[config.mk]
export PLATFORM = sky130hd
export DESIGN_NAME = pipe_hazard_ctrl
export DESIGN_NICKNAME = d
export VERILOG_FILES = /design/src/rtl/pipe_ctrl_pkg.sv /design/src/rtl/pipe_fwd_unit.sv /design/src/rtl/pipe_hazard_ctrl.sv
export SDC_FILE = /design/constraint.sdc
export NUM_CORES = 1
export LEC_CHECK = 0
export ABC_AREA = 1
export CELL_PAD_IN_SITES_DETAIL_PLACEMENT = 0
export CELL_PAD_IN_SITES_GLOBAL_PLACEMENT = 1
export CORE_UTILIZATION = 40
export CTS_BUF_LIST = sky130_fd_sc_hd__clkbuf_4
export CTS_CLUSTER_SIZE = 10
export DETAILED_ROUTE_END_ITERATION = 12
export HOLD_SLACK_MARGIN = 0.12
export PLACE_DENSITY = 0.95
export SLEW_MARGIN = 15
export SYNTH_ARGS = -nofsm -noshare
export SYNTH_HDL_FRONTEND = slang
export SYNTH_SLANG_ARGS = --single-unit
[constraint.sdc]
create_clock -name clk -period 5.5 [get_ports clk]
set_input_delay 0.825 -clock clk [delete_from_list [all_inputs] [get_ports clk]]
set_output_delay 0.825 -clock clk [all_outputs]
set_load 0.05 [all_outputs]
[src/rtl/pipe_ctrl_pkg.sv]
// Shared types and encodings for the pipeline hazard controller.
// Imported by pipe_fwd_unit and pipe_hazard_ctrl.
package pipe_ctrl_pkg;

  typedef enum logic {
    RUN      = 1'b0,
    MEM_WAIT = 1'b1
  } state_t;

  localparam logic [1:0] FWD_IDEX  = 2'b00;
  localparam logic [1:0] FWD_MEMWB = 2'b01;
  localparam logic [1:0] FWD_EXMEM = 2'b10;

  localparam logic [4:0] REG_ZERO = 5'd0;

  // x0 is hard-wired zero, so it never creates a dependency.
  function automatic logic reg_hit(
    input logic [4:0] src,
    input logic [4:0] dst,
    input logic       en
  );
    return en && (src == dst) && (src != REG_ZERO);
  endfunction

endpackage

[src/rtl/pipe_fwd_unit.sv]
// Register-address comparators feeding both the stall decision
// and the ALU operand forward selects.
module pipe_fwd_unit
  import pipe_ctrl_pkg::*;
(
  input  logic [4:0] id_rs1_addr,
  input  logic [4:0] id_rs2_addr,
  input  logic       id_use_rs1,
  input  logic       id_use_rs2,
  input  logic [4:0] exs_rs1,
  input  logic [4:0] exs_rs2,
  input  logic [4:0] ex_rd_addr,
  input  logic       ex_reg_write,
  input  logic       ex_mem_read,
  input  logic [4:0] mem_rd_addr,
  input  logic       mem_reg_write,
  input  logic [4:0] wb_rd_addr,
  input  logic       wb_reg_write,
  output logic       load_use,
  output logic       raw_hz,
  output logic [1:0] fwd_a,
  output logic [1:0] fwd_b
);

  logic ex_hit1, ex_hit2;
  logic mem_hit1, mem_hit2;

  assign ex_hit1  = reg_hit(id_rs1_addr, ex_rd_addr, id_use_rs1);
  assign ex_hit2  = reg_hit(id_rs2_addr, ex_rd_addr, id_use_rs2);
  assign mem_hit1 = reg_hit(id_rs1_addr, mem_rd_addr, id_use_rs1);
  assign mem_hit2 = reg_hit(id_rs2_addr, mem_rd_addr, id_use_rs2);

  assign load_use = ex_mem_read && (ex_hit1 || ex_hit2);

  assign raw_hz = (ex_reg_write && (ex_hit1 || ex_hit2))
               || (mem_reg_write && (mem_hit1 || mem_hit2));

  // Youngest producer wins: EX/MEM before MEM/WB.
  always_comb begin
    fwd_a = FWD_IDEX;
    if (reg_hit(exs_rs1, mem_rd_addr, mem_reg_write))
      fwd_a = FWD_EXMEM;
    else if (reg_hit(exs_rs1, wb_rd_addr, wb_reg_write))
      fwd_a = FWD_MEMWB;
  end

  // Same selection for operand B.
  always_comb begin
    fwd_b = FWD_IDEX;
    if (reg_hit(exs_rs2, mem_rd_addr, mem_reg_write))
      fwd_b = FWD_EXMEM;
    else if (reg_hit(exs_rs2, wb_rd_addr, wb_reg_write))
      fwd_b = FWD_MEMWB;
  end

endmodule

[src/rtl/pipe_hazard_ctrl.sv]
// Hazard / stall / flush controller for the 5-stage core.
// Define FORWARD_EN to enable EX-stage operand forwarding.
module pipe_hazard_ctrl
  import pipe_ctrl_pkg::*;
#(
  parameter int MEM_TIMEOUT = 255,
  parameter int CNT_W       = 32
) (
  input  logic             clk,
  input  logic             rst,
  input  logic [4:0]       id_rs1_addr,
  input  logic [4:0]       id_rs2_addr,
  input  logic             id_use_rs1,
  input  logic             id_use_rs2,
  input  logic [4:0]       ex_rd_addr,
  input  logic             ex_reg_write,
  input  logic             ex_mem_read,
  input  logic [4:0]       mem_rd_addr,
  input  logic             mem_reg_write,
  input  logic [4:0]       wb_rd_addr,
  input  logic             wb_reg_write,
  input  logic             ex_br_taken,
  input  logic             dm_req,
  input  logic             dm_ready,
  output logic             pc_write,
  output logic             if_id_write,
  output logic             if_id_flush,
  output logic             id_ex_write,
  output logic             id_ex_bubble,
  output logic             ex_mem_write,
  output logic             mem_wb_bubble,
  output logic             dm_abort,
  output logic             mem_err,
  output logic [1:0]       fwd_a_sel,
  output logic [1:0]       fwd_b_sel,
  output logic [CNT_W-1:0] stall_cnt,
  output logic [CNT_W-1:0] flush_cnt
);

  localparam int WC_W = $clog2(MEM_TIMEOUT + 1);

  state_t          state;
  logic [WC_W-1:0] wait_cnt;

  logic       load_use, raw_hz, stall;
  logic [1:0] fwd_a, fwd_b;
  logic [4:0] exs_rs1, exs_rs2;
  logic       timeout, freeze, abort;
  logic       br_apply;

  pipe_fwd_unit u_fwd (
    .id_rs1_addr   (id_rs1_addr),
    .id_rs2_addr   (id_rs2_addr),
    .id_use_rs1    (id_use_rs1),
    .id_use_rs2    (id_use_rs2),
    .exs_rs1       (exs_rs1),
    .exs_rs2       (exs_rs2),
    .ex_rd_addr    (ex_rd_addr),
    .ex_reg_write  (ex_reg_write),
    .ex_mem_read   (ex_mem_read),
    .mem_rd_addr   (mem_rd_addr),
    .mem_reg_write (mem_reg_write),
    .wb_rd_addr    (wb_rd_addr),
    .wb_reg_write  (wb_reg_write),
    .load_use      (load_use),
    .raw_hz        (raw_hz),
    .fwd_a         (fwd_a),
    .fwd_b         (fwd_b)
  );

`ifdef FORWARD_EN
  logic unused_raw;
  assign unused_raw = raw_hz;
  assign stall      = load_use;

  // Track ID/EX sources; a bubble carries no operands.
  always_ff @(posedge clk or negedge rst) begin
    if (!rst) begin
      exs_rs1 <= REG_ZERO;
      exs_rs2 <= REG_ZERO;
    end else if (id_ex_write) begin
      if (id_ex_bubble) begin
        exs_rs1 <= REG_ZERO;
        exs_rs2 <= REG_ZERO;
      end else begin
        exs_rs1 <= id_use_rs1 ? id_rs1_addr : REG_ZERO;
        exs_rs2 <= id_use_rs2 ? id_rs2_addr : REG_ZERO;
      end
    end
  end
`else
  logic [3:0] unused_fwd;
  assign unused_fwd = {fwd_a, fwd_b};
  assign stall      = load_use || raw_hz;
  assign exs_rs1    = REG_ZERO;
  assign exs_rs2    = REG_ZERO;
`endif

  assign timeout = (wait_cnt == WC_W'(MEM_TIMEOUT));

  assign freeze = (state == RUN && dm_req && !dm_ready)
               || (state == MEM_WAIT && !dm_ready && !timeout);

  assign abort = (state == MEM_WAIT) && !dm_ready && timeout;

  assign br_apply = !freeze && ex_br_taken;

  // Pipeline enables, bubbles and forward selects.
  always_comb begin
    pc_write      = 1'b1;
    if_id_write   = 1'b1;
    if_id_flush   = 1'b0;
    id_ex_write   = 1'b1;
    id_ex_bubble  = 1'b0;
    ex_mem_write  = 1'b1;
    mem_wb_bubble = 1'b0;
    dm_abort      = 1'b0;
    fwd_a_sel     = FWD_IDEX;
    fwd_b_sel     = FWD_IDEX;
    if (!rst) begin
      pc_write      = 1'b0;
      if_id_write   = 1'b0;
      if_id_flush   = 1'b1;
      id_ex_write   = 1'b0;
      id_ex_bubble  = 1'b1;
      ex_mem_write  = 1'b0;
      mem_wb_bubble = 1'b1;
    end else if (freeze) begin
      pc_write      = 1'b0;
      if_id_write   = 1'b0;
      id_ex_write   = 1'b0;
      ex_mem_write  = 1'b0;
      mem_wb_bubble = 1'b1;
    end else begin
`ifdef FORWARD_EN
      fwd_a_sel = fwd_a;
      fwd_b_sel = fwd_b;
`endif
      if (abort) begin
        dm_abort      = 1'b1;
        mem_wb_bubble = 1'b1;
      end
      if (ex_br_taken) begin
        if_id_flush  = 1'b1;
        id_ex_bubble = 1'b1;
      end else if (stall) begin
        pc_write     = 1'b0;
        if_id_write  = 1'b0;
        id_ex_bubble = 1'b1;
      end
    end
  end

  // Memory-wait FSM, timeout counter and sticky error.
  always_ff @(posedge clk or negedge rst) begin
    if (!rst) begin
      state    <= RUN;
      wait_cnt <= '0;
      mem_err  <= 1'b0;
    end else begin
      unique case (state)
        RUN: begin
          if (dm_req && !dm_ready) begin
            state    <= MEM_WAIT;
            wait_cnt <= WC_W'(1);
          end else begin
            wait_cnt <= '0;
          end
        end
        MEM_WAIT: begin
          if (dm_ready || abort) begin
            state    <= RUN;
            wait_cnt <= '0;
          end else begin
            wait_cnt <= wait_cnt + WC_W'(1);
          end
          if (abort)
            mem_err <= 1'b1;
        end
        default: begin
          state    <= RUN;
          wait_cnt <= '0;
        end
      endcase
    end
  end

  // Saturating stall / flush statistics.
  always_ff @(posedge clk or negedge rst) begin
    if (!rst) begin
      stall_cnt <= '0;
      flush_cnt <= '0;
    end else begin
      if (!pc_write && !(&stall_cnt))
        stall_cnt <= stall_cnt + CNT_W'(1);
      if (br_apply && !(&flush_cnt))
        flush_cnt <= flush_cnt + CNT_W'(1);
    end
  end

endmodule

**Met1 routing**

Drawn at 4 px/um. Supply wires on this layer in grey. Cells faint in the background.
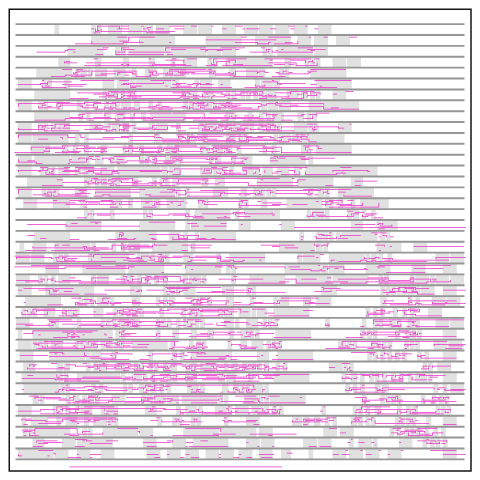
- wire length on this layer: 6570 um
- main direction: horizontal
- longest straight run: 52.9 um
- share of all routed wire: 50%
- nets with wire on the layer: 776
met1 routing resource usage after global routing: 31.07%
routed wire length: 13090 um

**Signal wires by layer**

Drawn at 4 px/um. Only two layers are drawn.
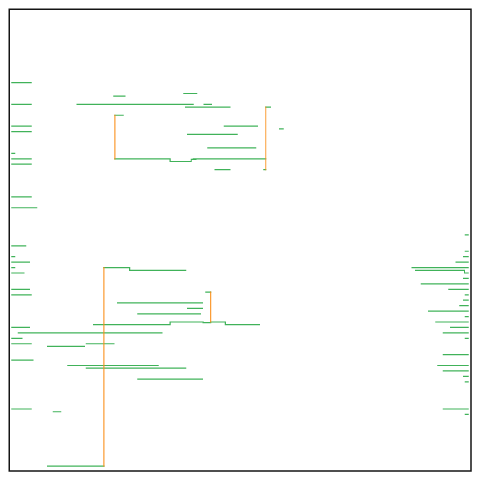
- met3: green (wire length 563 um)
- met4: orange (wire length 83.6 um)
overall track demand over capacity in global routing: 20.89%
average detailed-routed wire length per instance: 12.88 um
overall via count from detail_route: 4826

**Track usage over the die**

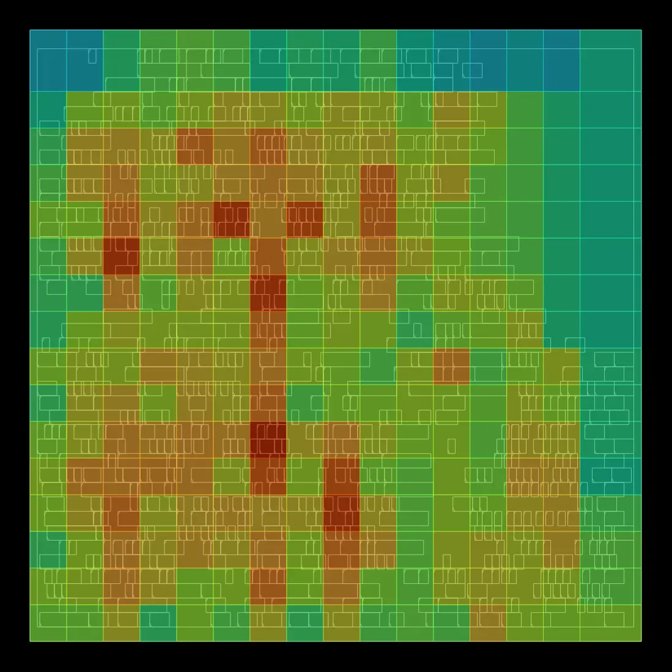
global-route met3 utilization: 2.847%
busiest layer in global routing: met2
Final Util: 52.23%
met2 Track Usage GR: 32.17%

==> Table 3: Implementation characteristics <==
Implementation parameters

Parameter                              Value

Routing
  Antenna viol nets, final    0
  Via count normalized by instance count    4.750

Timing
  Transition time of the tightest slew-check pin    ~940 ps
  Maximum frequency from static timing analysis    about 0.25 GHz
  Final-report max-slew violation count    0
  Final hold violation count    0

Floorplan
  Total Die Area    13240 sq um
  Floorplan Utilization    41.86%
  Count of standard-cell rows    40

Synth
  Synth Area in XOR/XNOR    approximately 11%
  Largest cells by area    sky130_fd_sc_hd__dfrtp_1 36%, sky130_fd_sc_hd__nand2_1 23%, sky130_fd_sc_hd__xor2_1 7.5%, sky130_fd_sc_hd__nand3_1 5.0%, sky130_fd_sc_hd__nor2_1 4.9%
  Area fraction in full adders, half adders and majority gates    less than 1%
  Sequential fraction of the synthesis area    36.22%
  Ys cells    around 750
  Mapped cell area    ~5100 sq um
  Most instantiated library cell after synthesis    sky130_fd_sc_hd__nand2_1
  Syn_area_per_cell    a little under 7 sq um
  Top cell types by occurrence after synthesis    320 x sky130_fd_sc_hd__nand2_1, 74 x sky130_fd_sc_hd__dfrtp_1, 67 x sky130_fd_sc_hd__nor2_1

Critical path
  Critical Path AT    roughly 3200 ps
  Critical path start-end classification    in -> out
  FF-to-FF setup slack    2950 ps
  Capture point of the worst reg-to-reg path    flush_cnt[31]
  Largest fanout on the critical path    34

Place
  Placer Congestion    approximately 0.88

Cells and area
  Fraction of final layout cells sized beyond drive strength 1    around 4.7%
  Design Area, Final    ~6400 sq um

Run status
  Result of the run    finished, final reports clean

Clocking
  Skew-Pair Late Insertion Delay    between 400 and 500 ps
  Maximum number of buffers from clock root to sink    2
  Hold bufs inserted after CTS    0

Global route
  Global-route wire length before repair    21880 um
  Number of global-route vias before repair    approximately 4400
**Where the registers sit**

Drawn at 4 px/um.
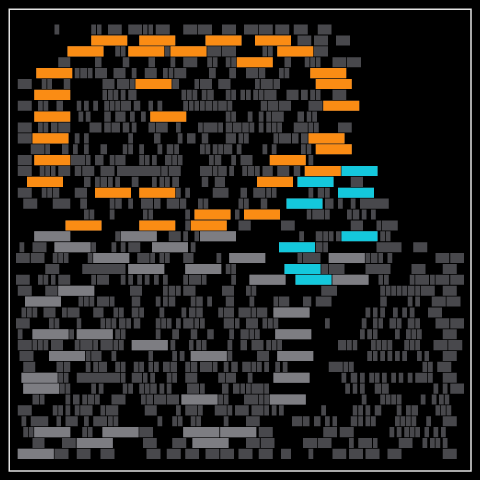
- wait_cnt: cyan (placed flops 8)
- stall_cnt: orange (placed flops 32)
register area: 1852 sq um
Seq power: 0.000641 W
sequential share of cell area: 29.03%

**Metal 3**

Drawn at 3 px/um. Cells faint in the background.
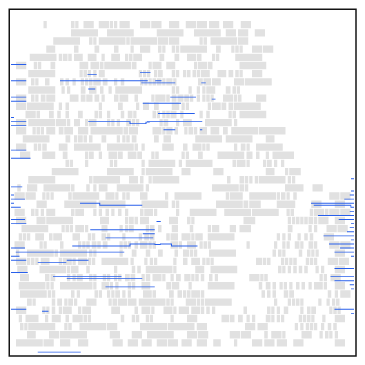
- nets with wire on the layer: 67
- main direction: horizontal
- wire length on this layer: 563 um

[stage by stage]
stage          hold WS (ps)  worst slack, ps
6_report              505.5             1439
5_1_grt               545.7             1190
4_1_cts               514.6             1415
3_5_place_dp          491.0             1419
3_3_place_gp          473.3             1431
2_1_floorplan         465.5             2101
[final cells by class]
type,instances,area share [%]
flip-flops and latches,74,29.03
well taps,168,3.295
clock buffers,10,1.177
inverters,65,3.825
multi-input cells,588,44.70
repair buffers,105,16.32
clock inverters,6,1.648
[registers in the layout, indices dropped and copies added, names as in the netlist]
| name | flops |
|---|---|
| flush_cnt | 32 |
| stall_cnt | 32 |
| wait_cnt | 8 |
| mem_err | 1 |
| state | 1 |
[power breakdown]
part           switching [W]  internal (W)
Combinational       0.000314      0.000153
Sequential         0.0000574      0.000583
Clock               0.000196      0.000232
Total               0.000568      0.000968
Power and IR drop assume default switching activity.
